Figure 1. The metal 2 layer.
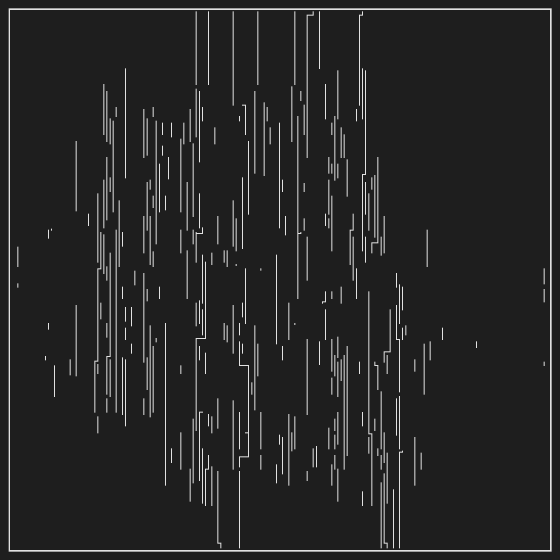
Figure 2. The clock network.
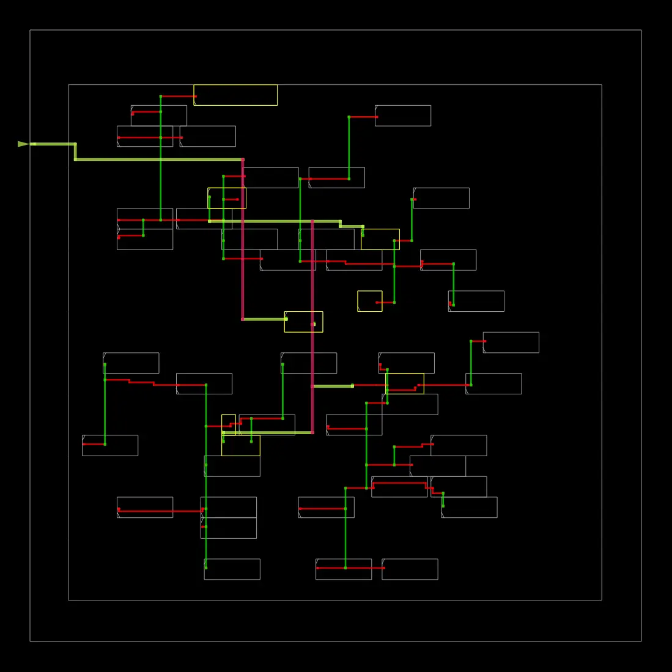
===== config.mk =====
export PLATFORM = sky130hd
export DESIGN_NAME = serial_adder
export DESIGN_NICKNAME = d
export VERILOG_FILES = /design/src/rtl/serial_adder_pkg.sv /design/src/rtl/serial_adder_fa_bit.sv /design/src/rtl/serial_adder.sv
export SDC_FILE = /design/constraint.sdc
export NUM_CORES = 1
export LEC_CHECK = 0
export ABC_AREA = 0
export ABC_CLOCK_PERIOD_IN_PS = 1830
export CAP_MARGIN = 20
export CORE_MARGIN = 5
export CORE_UTILIZATION = 35
export DETAILED_ROUTE_END_ITERATION = 8
export SLEW_MARGIN = 30
export SYNTH_ARGS = -nofsm -noshare
export SYNTH_HDL_FRONTEND = slang
export SYNTH_SLANG_ARGS = --single-unit

===== constraint.sdc =====
create_clock -name clk -period 1.83 [get_ports clk]
set_input_delay 0.549 -clock clk [delete_from_list [all_inputs] [get_ports clk]]
set_output_delay 0.549 -clock clk [all_outputs]
set_load 0.05 [all_outputs]

===== src/rtl/serial_adder_pkg.sv =====
// Shared types and constants for the bit-serial adder.
package serial_adder_pkg;

    localparam int unsigned DEFAULT_WIDTH = 8;

    typedef enum logic [0:0] {
        IDLE = 1'b0,
        RUN  = 1'b1
    } state_e;

    // Bit-index counter width; never below one bit.
    function automatic int unsigned cnt_width(input int unsigned w);
        return (w > 1) ? $clog2(w) : 1;
    endfunction

endpackage


===== src/rtl/serial_adder_fa_bit.sv =====
// Combinational 1-bit full adder used as the serial adder's arithmetic stage.
module fa_bit (
    input  logic a,
    input  logic b,
    input  logic ci,
    output logic s,
    output logic co
);

    assign s  = a ^ b ^ ci;
    assign co = (a & b) | (ci & (a ^ b));

endmodule


===== src/rtl/serial_adder.sv =====
// Bit-serial WIDTH-bit adder: one full-adder stage, LSB-first, WIDTH cycles per add.
// Define SERIAL_ADDER_OVF_EN to add the registered signed-overflow output ovf.
module serial_adder
    import serial_adder_pkg::*;
#(
    parameter int unsigned WIDTH = DEFAULT_WIDTH
) (
    input  logic             clk,
    input  logic             rst,
    input  logic             start,
    input  logic [WIDTH-1:0] a,
    input  logic [WIDTH-1:0] b,
    input  logic             cin,
    output logic             busy,
    output logic             done,
    output logic [WIDTH-1:0] sum,
    output logic             cout
`ifdef SERIAL_ADDER_OVF_EN
    ,
    output logic             ovf
`endif
);

    localparam int unsigned CW = cnt_width(WIDTH);
    localparam logic [CW-1:0] LAST_BIT = CW'(WIDTH - 1);

    state_e           state_q;
    logic [WIDTH-1:0] a_sr_q;
    logic [WIDTH-1:0] b_sr_q;
    logic [WIDTH-2:0] sum_sr_q;
    logic             carry_q;
    logic [CW-1:0]    cnt_q;

    logic             fa_s;
    logic             fa_co;
    logic [WIDTH-1:0] sum_next;

    fa_bit u_fa (
        .a  (a_sr_q[0]),
        .b  (b_sr_q[0]),
        .ci (carry_q),
        .s  (fa_s),
        .co (fa_co)
    );

    // New sum bit enters at the MSB; on the final bit this is the full result.
    assign sum_next = {fa_s, sum_sr_q};

    always_ff @(posedge clk) begin
        if (rst) begin
            state_q  <= IDLE;
            a_sr_q   <= '0;
            b_sr_q   <= '0;
            sum_sr_q <= '0;
            carry_q  <= 1'b0;
            cnt_q    <= '0;
            busy     <= 1'b0;
            done     <= 1'b0;
            sum      <= '0;
            cout     <= 1'b0;
`ifdef SERIAL_ADDER_OVF_EN
            ovf      <= 1'b0;
`endif
        end else begin
            done <= 1'b0;
            case (state_q)
                IDLE: begin
                    if (start) begin
                        a_sr_q  <= a;
                        b_sr_q  <= b;
                        carry_q <= cin;
                        cnt_q   <= '0;
                        busy    <= 1'b1;
                        state_q <= RUN;
                    end
                end
                RUN: begin
                    a_sr_q   <= a_sr_q >> 1;
                    b_sr_q   <= b_sr_q >> 1;
                    sum_sr_q <= sum_next[WIDTH-1:1];
                    carry_q  <= fa_co;
                    cnt_q    <= cnt_q + CW'(1);
                    if (cnt_q == LAST_BIT) begin
                        sum     <= sum_next;
                        cout    <= fa_co;
`ifdef SERIAL_ADDER_OVF_EN
                        // carry_q is the carry into the MSB on this final step
                        ovf     <= carry_q ^ fa_co;
`endif
                        cnt_q   <= '0;
                        done    <= 1'b1;
                        busy    <= 1'b0;
                        state_q <= IDLE;
                    end
                end
                default: state_q <= IDLE;
            endcase
        end
    end

endmodule

==> tab_implementation.tex <==
% Implementation results table
\begin{tabular}{lr}
\hline
Metric & Value \\
\hline
\multicolumn{2}{l}{\textbf{Setup path}} \\
Setup CP Type & flop to flop \\
Required arrival time at the worst endpoint & 2.03 ns \\
Max Fanout on Critical Path & 20 \\
Reg2reg start & state\_q \\
Crit. End Element & flop \\
Type of origin of the critical path & flop \\
Setup crit start & state\_q \\
Arrival time worst endpoint & between 1.5 and 2 ns \\
Slowest cell on the critical path & dfxtp\_1 \\
CP Buf/Inv Count & 1 \\
Critical-path cell list & inv\_1 -> a211oi\_1 \\
Max stage delay on crit path & $\sim$0.71 ns \\
Kind of cell adding the most delay to the critical path & flip-flops \\
\multicolumn{2}{l}{\textbf{Floorplanning}} \\
Top-level port count & 31 \\
Die Span X & 80.67 um \\
Number of rows created at floorplan & 25 \\
Total die size & approximately 6500 um2 \\
Area of the core & 4786 um2 \\
Core utilization before placement & a little over a third \\
Die Height & 80.67 um \\
\multicolumn{2}{l}{\textbf{Job}} \\
Tool warnings & 27 \\
Number of max-capacitance violations reported & 0 \\
\multicolumn{2}{l}{\textbf{Drt}} \\
Routed length per instance & between 10 and 15 um \\
Number of nets with antenna violations after detailed routing & 0 \\
Remaining routing DRC violations & 0 \\
Number of vias after detailed routing & around 1200 \\
Final wirelength & 3184 um \\
DR pass1 iterations & 2 \\
Routed via count divided by cell count & 4.726 \\
Number of DRC violations after detailed-routing iteration 0 & between 90 and 100 \\
\multicolumn{2}{l}{\textbf{Timing}} \\
Max-slew violation count & 0 \\
Post-Route Setup TNS & 0 ns \\
Final Cycle Share & between 80 and 90\% \\
Highest clock rate & approximately 0.64 GHz \\
Slew at the pin with the worst max-slew slack & between 0.6 and 0.7 ns \\
Worst Hold Slack & approximately 0.48 ns \\
Slew headroom & between 50\% and 60\% \\
Setup-failing EPs final & 0 \\
Final min period & about 1.6 ns \\
Setup repair after global routing missed its margin & no \\
Worst setup skew after layout & $\sim$0.0053 ns \\
Final hold viol count & 0 \\
\multicolumn{2}{l}{\textbf{Clocking}} \\
\# resized after CTS & 0 \\
Setup Fix Bufs, Post-CTS & 0 \\
Maximum buffer depth of the clock tree & 2 \\
CTS Root Buffer Type & clkbuf\_8 \\
Clock input transition at the sequential cells of the worst setup and hold paths & approximately 0.080 ns \\
Late-Pin Clk Latency & 0.29 ns \\
H-tree levels & 2 \\
Count of hold buffers inserted by post-cts repair & 0 \\
TritonCTS clock tree & yes \\
\multicolumn{2}{l}{\textbf{Yosys}} \\
Top cell type's share of synthesized area & $\sim$45\% \\
Cell count after synthesis & 165 \\
Library cell occupying the most area in the post-synthesis netlist & dfxtp\_1 \\
Number of synthesis warnings & 0 \\
Combined area of all synthesized cells & between 1500 and 2000 um2 \\
Main area contributors & dfxtp\_1, mux2i\_1, a211oi\_2, a21bo\_2, nor2b\_1 \\
Cell count listed in synth\_stat.txt & around 170 \\
Chip Area, Yosys & roughly 1700 um2 \\
Syn nets & about 190 \\
Portion of the post-synthesis area used by sequential elements & between 40\% and 50\% \\
Number of unique standard cell types used by synthesis & 21 \\
Mean area per synthesized cell & approximately 11 um2 \\
Post-synthesis register bit count & 39 \\
\multicolumn{2}{l}{\textbf{Cells and area}} \\
Final standard cell area without fillers & between 2000 and 2500 um2 \\
Number of nets in the layout & between 200 and 250 \\
Total of fill cells in the finished design & between 400 and 500 \\
Antenna cells & 0 \\
Share of post-route cells with drive strength above 1 & roughly 22\% \\
Area added between synthesis and finish & 24.48\% \\
Core occupancy in the finished layout & 45.46\% \\
\multicolumn{2}{l}{\textbf{Power and ir drop}} \\
Clock share of power & a little under two fifths \\
Cell area power density & about 840 nW/um2 \\
Cell-internal power & 0.001412 W \\
Sum of internal, switching and leakage power & $\sim$0.0018 W \\
Sw Pwr & about 0.00043 W \\
Leakage power summed over all cells & about 0.87 nW \\
Share of total power in combinational logic & 11.9\% \\
Sequential share of power & approximately 50\% \\
VDD IR max & 354.5 uV \\
Net switching fraction of the power & between 20\% and 30\% \\
\multicolumn{2}{l}{\textbf{Global route}} \\
First-pass GRT wire length & roughly 5600 um \\
Global Route Usage Sum & between 10\% and 20\% \\
Number of antenna violations at the first check in global routing & 0 \\
Pin count of the biggest net entering global routing & 40 \\
Vias in the first global route & 1237 \\
Overflow after GRT & 0 \\
\multicolumn{2}{l}{\textbf{Hold path}} \\
Worst hold-check path type & flop to flop \\
Launch point of the worst hold path & sum\_sr\_q[1] \\
\multicolumn{2}{l}{\textbf{Status}} \\
Run status & finished clean \\
\multicolumn{2}{l}{\textbf{Placement}} \\
Global placer's final weighted congestion & a little over 0.7 \\
Placed cell area & 2063 um2 \\
Count of buffers from port buffering & 30 \\
HPWL Detailed & 2173 um \\
\hline
\end{tabular}
-- Figure 1 (at the start) --
main direction: vertical
wire length on this layer: 1480 um
nets with wire on the layer: 169

-- Figure 2 (at the start) --
total of clock buffers placed in the layout: 5
TritonCTS sink count: 39
number of clock buffers inserted by TritonCTS: 5

-- sequential cells by signal (all words and copies together) (netlist names) --
register / count
sum_sr_q: 7
carry_q: 1
cout: 1
state_q: 1
busy: 1
a_sr_q: 8
sum: 8
done: 1
b_sr_q: 8
cnt_q: 3
-- cells in the final DEF (no fill, tap or decap), types with 2 or more instances in the layout --
cell	synthesis	layout
a211oi_1	7	7
a211oi_2	9	9
a21bo_2	10	10
a21oi_1	12	12
buf_12	0	2
buf_4	2	13
clkbuf_8	0	5
clkdlybuf4s50_1	0	19
dfxtp_1	39	39
ha_1	3	3
mux2i_1	24	24
nand2_1	3	3
nand3_1	9	9
nor2_1	9	9
nor2b_1	15	15
nor3_1	2	2
or3b_1	4	4
-- worst paths after layout --
kind	depth (start not counted)	to	slack, ns
max	2	carry_q	0.26
min	2	sum[1]	0.48
max reg2reg	2	carry_q	0.26
min reg2reg	2	sum[1]	0.48
-- synthesized netlist by cell type --
master / instances
dfxtp_1: 39
mux2i_1: 24
nor2b_1: 15
a21oi_1: 12
a21bo_2: 10
a211oi_2: 9
nand3_1: 9
nor2_1: 9
buf_2: 8
a211oi_1: 7
or3b_1: 4
buf_6: 3
ha_1: 3
nand2_1: 3
buf_4: 2
clkbuf_1: 2
nor3_1: 2
a21oi_2: 1
fa_1: 1
inv_1: 1
nand2b_1: 1
-- metrics by stage --
| step | instances | worst slack [ns] |
|---|---|---|
| after floorplan | 165 | 0.5582 |
| after global placement | 251 | 0.09945 |
| after detailed placement | 251 | 0.06333 |
| after CTS | 259 | 0.2638 |
| after global routing | 259 | 0.06251 |
| final | 259 | 0.2647 |
-- worst min-delay path, stage by stage, from the launching register on --
cell and delay, ns:
dfxtp_1 0.33, nand3_1 0.07, a21oi_1 0.05
-- kinds of logic after synthesis --
kind of cell	after synthesis	share of synthesized area [%]
compound gates	39	19.11
fa+ha+maj	4	3.293
buf+inv	16	5.726
flops	39	44.67
mux	24	13.74
simple gates	43	13.46
-- area by class of cell --
type                    instances  area, um2  share of cell area (%)
clock inverters                 3      43.79                   2.013
clock buffers                   5      68.82                   3.163
well taps                      67      83.83                   3.853
repair buffers                 34      327.8                   15.07
multi-input cells             110      867.1                   39.85
inverters                       1      3.754                  0.1725
flip-flops and latches         39      780.7                   35.88
-- per-layer routing --
metal / track usage (%) / share of wire (%) / wire [um]
met1: 13.59 / 46 / 1463
met2: 17.05 / 47 / 1481
met3: 4.484 / 6.0 / 190
met4: 4.054 / 1.5 / 48
met5: 0 / 0 / 0
-- power by group through the flow --
stage | combinational (W) | sequential (W) | clock (W)
floorplan | 0.000157 | 0.000931 | 0
global placement | 0.000216 | 0.000935 | 0
detailed placement | 0.000223 | 0.000937 | 0
CTS | 0.000224 | 0.000918 | 0.000732
global route | 0.000246 | 0.000924 | 0.000769
finish | 0.000219 | 0.000918 | 0.000700
Power and IR drop assume default switching activity.
